`config.mk`:
```
export PLATFORM = sky130hd
export DESIGN_NAME = add_round_key_pipe_flat
export DESIGN_NICKNAME = d
export VERILOG_FILES = /design/src/rtl/add_round_key_pipe_if.sv /design/src/rtl/add_round_key_pipe.sv /design/src/flat_wrapper.sv
export SDC_FILE = /design/constraint.sdc
export NUM_CORES = 1
export LEC_CHECK = 0
export CORE_MARGIN = 2
export CORE_UTILIZATION = 47
export CTS_CLUSTER_DIAMETER = 30
export CTS_CLUSTER_SIZE = 12
export DETAILED_ROUTE_END_ITERATION = 8
export PLACE_DENSITY = 0.8
export SYNTH_ARGS = -nofsm -noshare
export SYNTH_HDL_FRONTEND = slang
export SYNTH_SLANG_ARGS = --single-unit
```
`constraint.sdc`:
```
create_clock -name clk -period 1.55 [get_ports clk]
set_input_delay 0.155 -clock clk [delete_from_list [all_inputs] [get_ports clk]]
set_output_delay 0.155 -clock clk [all_outputs]
set_load 0.02 [all_outputs]
```
`src/rtl/add_round_key_pipe_if.sv`:
```
// add_round_key_pipe_if
//   Bundles the key-load, input-side and output-side handshakes of the
//   AddRoundKey stage. Vectors use ascending bit order: index 0 is the MSB.
//   master : upstream/downstream driver (testbench, surrounding datapath)
//   slave  : the add_round_key_pipe stage itself
//   Signals: key_load/cipher_key (key register load), in_valid/in_ready/
//   in_data/bypass (block input), out_valid/out_ready/out_data (result),
//   busy (stage is in RUN or DONE).
interface add_round_key_pipe_if #(
  parameter int BLOCK_W = 128
);
  logic               key_load;
  logic [0:BLOCK_W-1] cipher_key;
  logic               in_valid;
  logic               in_ready;
  logic [0:BLOCK_W-1] in_data;
  logic               bypass;
  logic               out_valid;
  logic               out_ready;
  logic [0:BLOCK_W-1] out_data;
  logic               busy;

  modport master (
    output key_load, cipher_key, in_valid, in_data, bypass, out_ready,
    input  in_ready, out_valid, out_data, busy
  );

  modport slave (
    input  key_load, cipher_key, in_valid, in_data, bypass, out_ready,
    output in_ready, out_valid, out_data, busy
  );
endinterface

```
`src/rtl/add_round_key_pipe.sv`:
```
// add_round_key_pipe
//   Handshaked AddRoundKey stage. A BLOCK_W-bit state is XORed with the
//   stored round key LANE_W bits per clock (lane 0 = most significant lane
//   first), taking BEATS = BLOCK_W/LANE_W cycles. A bypass flag captured
//   with the block suppresses the XOR while keeping the same latency.
//   Ports:
//     clk   : rising-edge clock
//     rst_n : asynchronous active-low reset, clears every register
//     bus   : add_round_key_pipe_if.slave (key load, in/out handshakes, busy)
//   BLOCK_W must be a multiple of 8 and LANE_W must divide BLOCK_W.
module add_round_key_pipe #(
  parameter int BLOCK_W = 128,
  parameter int LANE_W  = 32
) (
  input logic clk,
  input logic rst_n,
  add_round_key_pipe_if.slave bus
);
  localparam int BEATS = BLOCK_W / LANE_W;
  localparam int CNT_W = (BEATS > 1) ? $clog2(BEATS) : 1;
  localparam logic [CNT_W-1:0] LAST_BEAT = CNT_W'(BEATS - 1);

  typedef enum logic [1:0] {ST_IDLE, ST_RUN, ST_DONE} state_t;

  state_t             state_reg, state_next;
  logic [0:BLOCK_W-1] key_reg, key_next;
  logic [0:BLOCK_W-1] data_reg, data_next;
  logic [0:BLOCK_W-1] out_reg, out_next;
  logic [0:BLOCK_W-1] data_mix;
  logic [CNT_W-1:0]   cnt_reg, cnt_next;
  logic               bypass_reg, bypass_next;
  logic               in_ready, out_valid, busy;

  // Data register with only the lane selected by the beat counter XORed.
  genvar gi;
  generate
    for (gi = 0; gi < BEATS; gi++) begin : g_lane
      localparam logic [CNT_W-1:0] LANE_IDX = CNT_W'(gi);
      assign data_mix[gi*LANE_W +: LANE_W] =
        (cnt_reg == LANE_IDX && !bypass_reg)
          ? (data_reg[gi*LANE_W +: LANE_W] ^ key_reg[gi*LANE_W +: LANE_W])
          : data_reg[gi*LANE_W +: LANE_W];
    end
  endgenerate

  always_ff @(posedge clk or negedge rst_n) begin
    if (!rst_n) begin
      state_reg  <= ST_IDLE;
      key_reg    <= '0;
      data_reg   <= '0;
      out_reg    <= '0;
      cnt_reg    <= '0;
      bypass_reg <= 1'b0;
    end else begin
      state_reg  <= state_next;
      key_reg    <= key_next;
      data_reg   <= data_next;
      out_reg    <= out_next;
      cnt_reg    <= cnt_next;
      bypass_reg <= bypass_next;
    end
  end

  always_comb begin
    state_next  = state_reg;
    key_next    = key_reg;
    data_next   = data_reg;
    out_next    = out_reg;
    cnt_next    = cnt_reg;
    bypass_next = bypass_reg;
    in_ready    = 1'b0;
    out_valid   = 1'b0;
    busy        = 1'b0;

    unique case (state_reg)
      ST_IDLE: begin
        in_ready = 1'b1;
        // The key lands on the same edge as an accept, so that block
        // already sees the new key during RUN.
        if (bus.key_load) key_next = bus.cipher_key;
        if (bus.in_valid) begin
          data_next   = bus.in_data;
          bypass_next = bus.bypass;
          cnt_next    = '0;
          state_next  = ST_RUN;
        end
      end

      ST_RUN: begin
        busy      = 1'b1;
        data_next = data_mix;
        cnt_next  = cnt_reg + CNT_W'(1);
        if (cnt_reg == LAST_BEAT) begin
          out_next   = data_mix;
          state_next = ST_DONE;
        end
      end

      ST_DONE: begin
        busy      = 1'b1;
        out_valid = 1'b1;
        // A new block can only enter when the current result is taken.
        in_ready  = bus.out_ready;
        if (bus.out_ready) begin
          if (bus.in_valid) begin
            data_next   = bus.in_data;
            bypass_next = bus.bypass;
            cnt_next    = '0;
            state_next  = ST_RUN;
          end else begin
            state_next = ST_IDLE;
          end
        end
      end

      default: state_next = ST_IDLE;
    endcase
  end

  assign bus.in_ready  = in_ready;
  assign bus.out_valid = out_valid;
  assign bus.busy      = busy;
  assign bus.out_data  = out_reg;
endmodule
```
`src/flat_wrapper.sv`:
```
// flat-port wrapper written by rule: the top's interface ports become plain ports
module add_round_key_pipe_flat 
#(
  parameter int BLOCK_W = 128,
  parameter int LANE_W  = 32
)
  (clk, rst_n, bus_key_load, bus_cipher_key, bus_in_valid, bus_in_data, bus_bypass, bus_out_ready, bus_in_ready, bus_out_valid, bus_out_data, bus_busy);
  add_round_key_pipe_if #(.BLOCK_W(BLOCK_W)) bus_i ();
  input logic clk;
  input logic rst_n;
  input wire logic [$bits(bus_i.key_load)-1:0] bus_key_load;
  input wire logic [$bits(bus_i.cipher_key)-1:0] bus_cipher_key;
  input wire logic [$bits(bus_i.in_valid)-1:0] bus_in_valid;
  input wire logic [$bits(bus_i.in_data)-1:0] bus_in_data;
  input wire logic [$bits(bus_i.bypass)-1:0] bus_bypass;
  input wire logic [$bits(bus_i.out_ready)-1:0] bus_out_ready;
  output wire logic [$bits(bus_i.in_ready)-1:0] bus_in_ready;
  output wire logic [$bits(bus_i.out_valid)-1:0] bus_out_valid;
  output wire logic [$bits(bus_i.out_data)-1:0] bus_out_data;
  output wire logic [$bits(bus_i.busy)-1:0] bus_busy;
  assign bus_i.key_load = bus_key_load;
  assign bus_i.cipher_key = bus_cipher_key;
  assign bus_i.in_valid = bus_in_valid;
  assign bus_i.in_data = bus_in_data;
  assign bus_i.bypass = bus_bypass;
  assign bus_i.out_ready = bus_out_ready;
  assign bus_in_ready = bus_i.in_ready;
  assign bus_out_valid = bus_i.out_valid;
  assign bus_out_data = bus_i.out_data;
  assign bus_busy = bus_i.busy;
  add_round_key_pipe #(.BLOCK_W(BLOCK_W), .LANE_W(LANE_W)) u_core (.clk(clk), .rst_n(rst_n), .bus(bus_i));
endmodule
```
==> images/io_placement.png <==
Pins as bars across the die edge, other pins in grey.
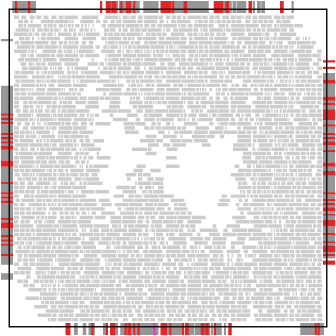
Red is bus_out_data, pins 128, direction output, edge 39 right, 36 top, 30 bottom, 23 left. Magenta is bus_bypass, pins 1, direction input, edge bottom.
All pins by edge: 112 top, 102 bottom, 91 right, 88 left.
Buffers on Ports: 392
Die Span X: 202 um
chip height: 202 um

==> images/wires.png <==
Scale bar: 50 um.
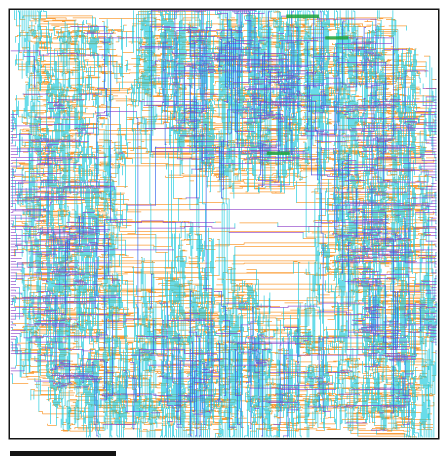
Purple is metal 3, wire length 7470 um. Cyan is metal 2, wire length 38.3 mm. Blue is metal 4, wire length 5180 um. Green is metal 5, wire length 32.2 um. Orange is metal 1, wire length 27.8 mm.
routed wire length per instance: 26.4 um
detailed-route via count: 18600
aggregate routed wire length: 78.8 mm
total global-route track usage: 0.310

==> flow_metrics.py <==
# Synthesis and PnR figures
metrics = {
    "floorplan": {
        "tap-cell-count": 518,
        "ios": 393,
        "floorplan.core_util": 0.476,
    },
    "clock_tree": {
        "tritoncts": "built",
        "clock_tree.buffer_depth": 3,
    },
    "route": {
        "route.met2.wl_mm": 38.3,
        "detail_route.drc_violations": 0,
        "routed_wl_met3_mm": 7.47,
    },
    "global_routing": {
        "use_met2": 0.518,
        "largest_net_degree_at_the_start_of_global_routing": 74,
        "grt_util_met3": 0.0672,
        "grt_first_pass_wirelength_mm": 99.6,
    },
    "synth": {
        "synth-edff-count": 0,
        "yosys_register_bits": 389,
        "yosys_warnings": 0,
        "synth.lib_cells_used.distinct": 24,
        "synth_compound_gate_area_share": 0.147,
        "top_cell": "sky130_fd_sc_hd__dfrtp_1",
        "syn-instance-count": 1848,
        "post_synth_main_logic_family": "AND-OR/OR-AND gates",
        "simple_gate_portion_of_the_synthesized_area": 0.137,
        "adder_and_majority_cell_fraction_of_the_synthesized_area": 0.00748,
        "topCellsByArea": "sky130_fd_sc_hd__dfrtp_1 53%, sky130_fd_sc_hd__a21oi_1 10%, sky130_fd_sc_hd__mux2_2 7.9%",
    },
    "sta": {
        "totalNegativeSetupSlack_ns": -60.28,
        "setup_slack_ns": -0.412,
        "finalHoldWorstSlack_ns": 0.0849,
        "final-hold-violation-count": 0,
        "setup_viol": 396,
        "post-route-min-period_ns": 1.96,
        "final_min_period_over_clock_period": 1.27,
    },
    "placement": {
        "place_congestion": 0.830,
        "detailedPlacementHpwl_mm": 35.1,
        "place.detailed.instances": 2704,
    },
    "setup_path": {
        "crit-reg2reg-capture": "u_core.bus.out_data[11]",
        "worstPathMaxFanout": 30,
        "cell_count_of_the_worst_reg_to_reg_path": 8,
        "reg2reg_slack_ns": -0.41,
    },
    "layout": {
        "final-comb-area_um2": 10000,
        "ff_latch_area_um2": 9740,
        "layout_top_cells": "387 x sky130_fd_sc_hd__dfrtp_1, 260 x sky130_fd_sc_hd__clkdlybuf4s50_1, 245 x sky130_fd_sc_hd__nand2_1",
        "multi_input_comb_cells": 1312,
        "seqAreaFraction": 0.312,
        "final.signal_buffer_count": 592,
    },
    "flow_run": {
        "cap_violations": 0,
    },
    "power_and_ir_drop": {
        "combPwrFrac": 0.468,
        "switching_power_of_the_nets_mw": 28.9,
    },
    "status": {
        "failed_checks": "setup timing",
        "status": "finished with violations",
    },
}
==> images/clocks.png <==
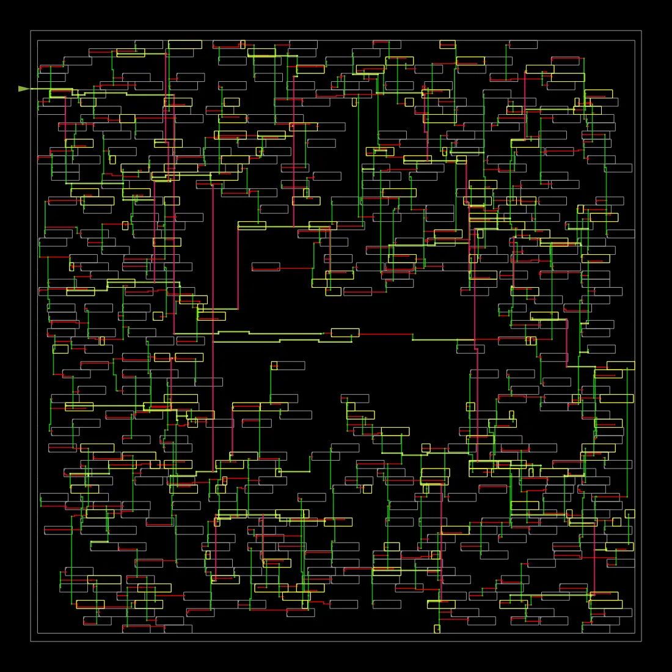
Seq cells: 389
number of buffers inserted during clock tree synthesis: 92

==> images/clk_routes.png <==
Scale bar: 50 um.
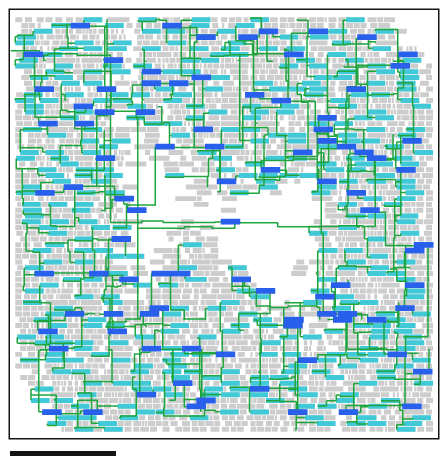
Blue is clock drivers, count 92. Cyan is flip-flops, count 389. Green is clock wires, length 6540 um.
There are 93 routed clock nets. Position of the flops: all over the die.
clock group share of total power: 0.274
clock network latency to the later pin of the worst-skew pair: 0.60 ns
Power Clock: 20.4 mW
Final Skew: 0.0376 ns

[worst max path at each step]
stage                                    from                 endpoint  cells after the start
after floorplan           u_core.state_reg[0]      u_core.key_reg[100]                      6
after global placement           bus_in_valid      u_core.data_reg[22]                      7
after detailed placement  u_core.state_reg[0]     u_core.data_reg[126]                      8
after CTS                 u_core.state_reg[1]        u_core.key_reg[9]                      7
after global routing      u_core.state_reg[0]  u_core.bus.out_data[11]                      8
final                     u_core.state_reg[0]  u_core.bus.out_data[11]                      8
[worst max-delay path, delay by kind of cell, from the launching register on]
kind                     cells  cell delay (ns)
buffers and inverters        4             0.59
AND/OR/NAND/NOR              2             0.32
AND-OR/OR-AND                1             0.28
flip-flops                   1             0.40
adder cells (fa/ha/maj)      1             0.22
Power figures rest on the tool's default switching activity, not on a simulated workload.
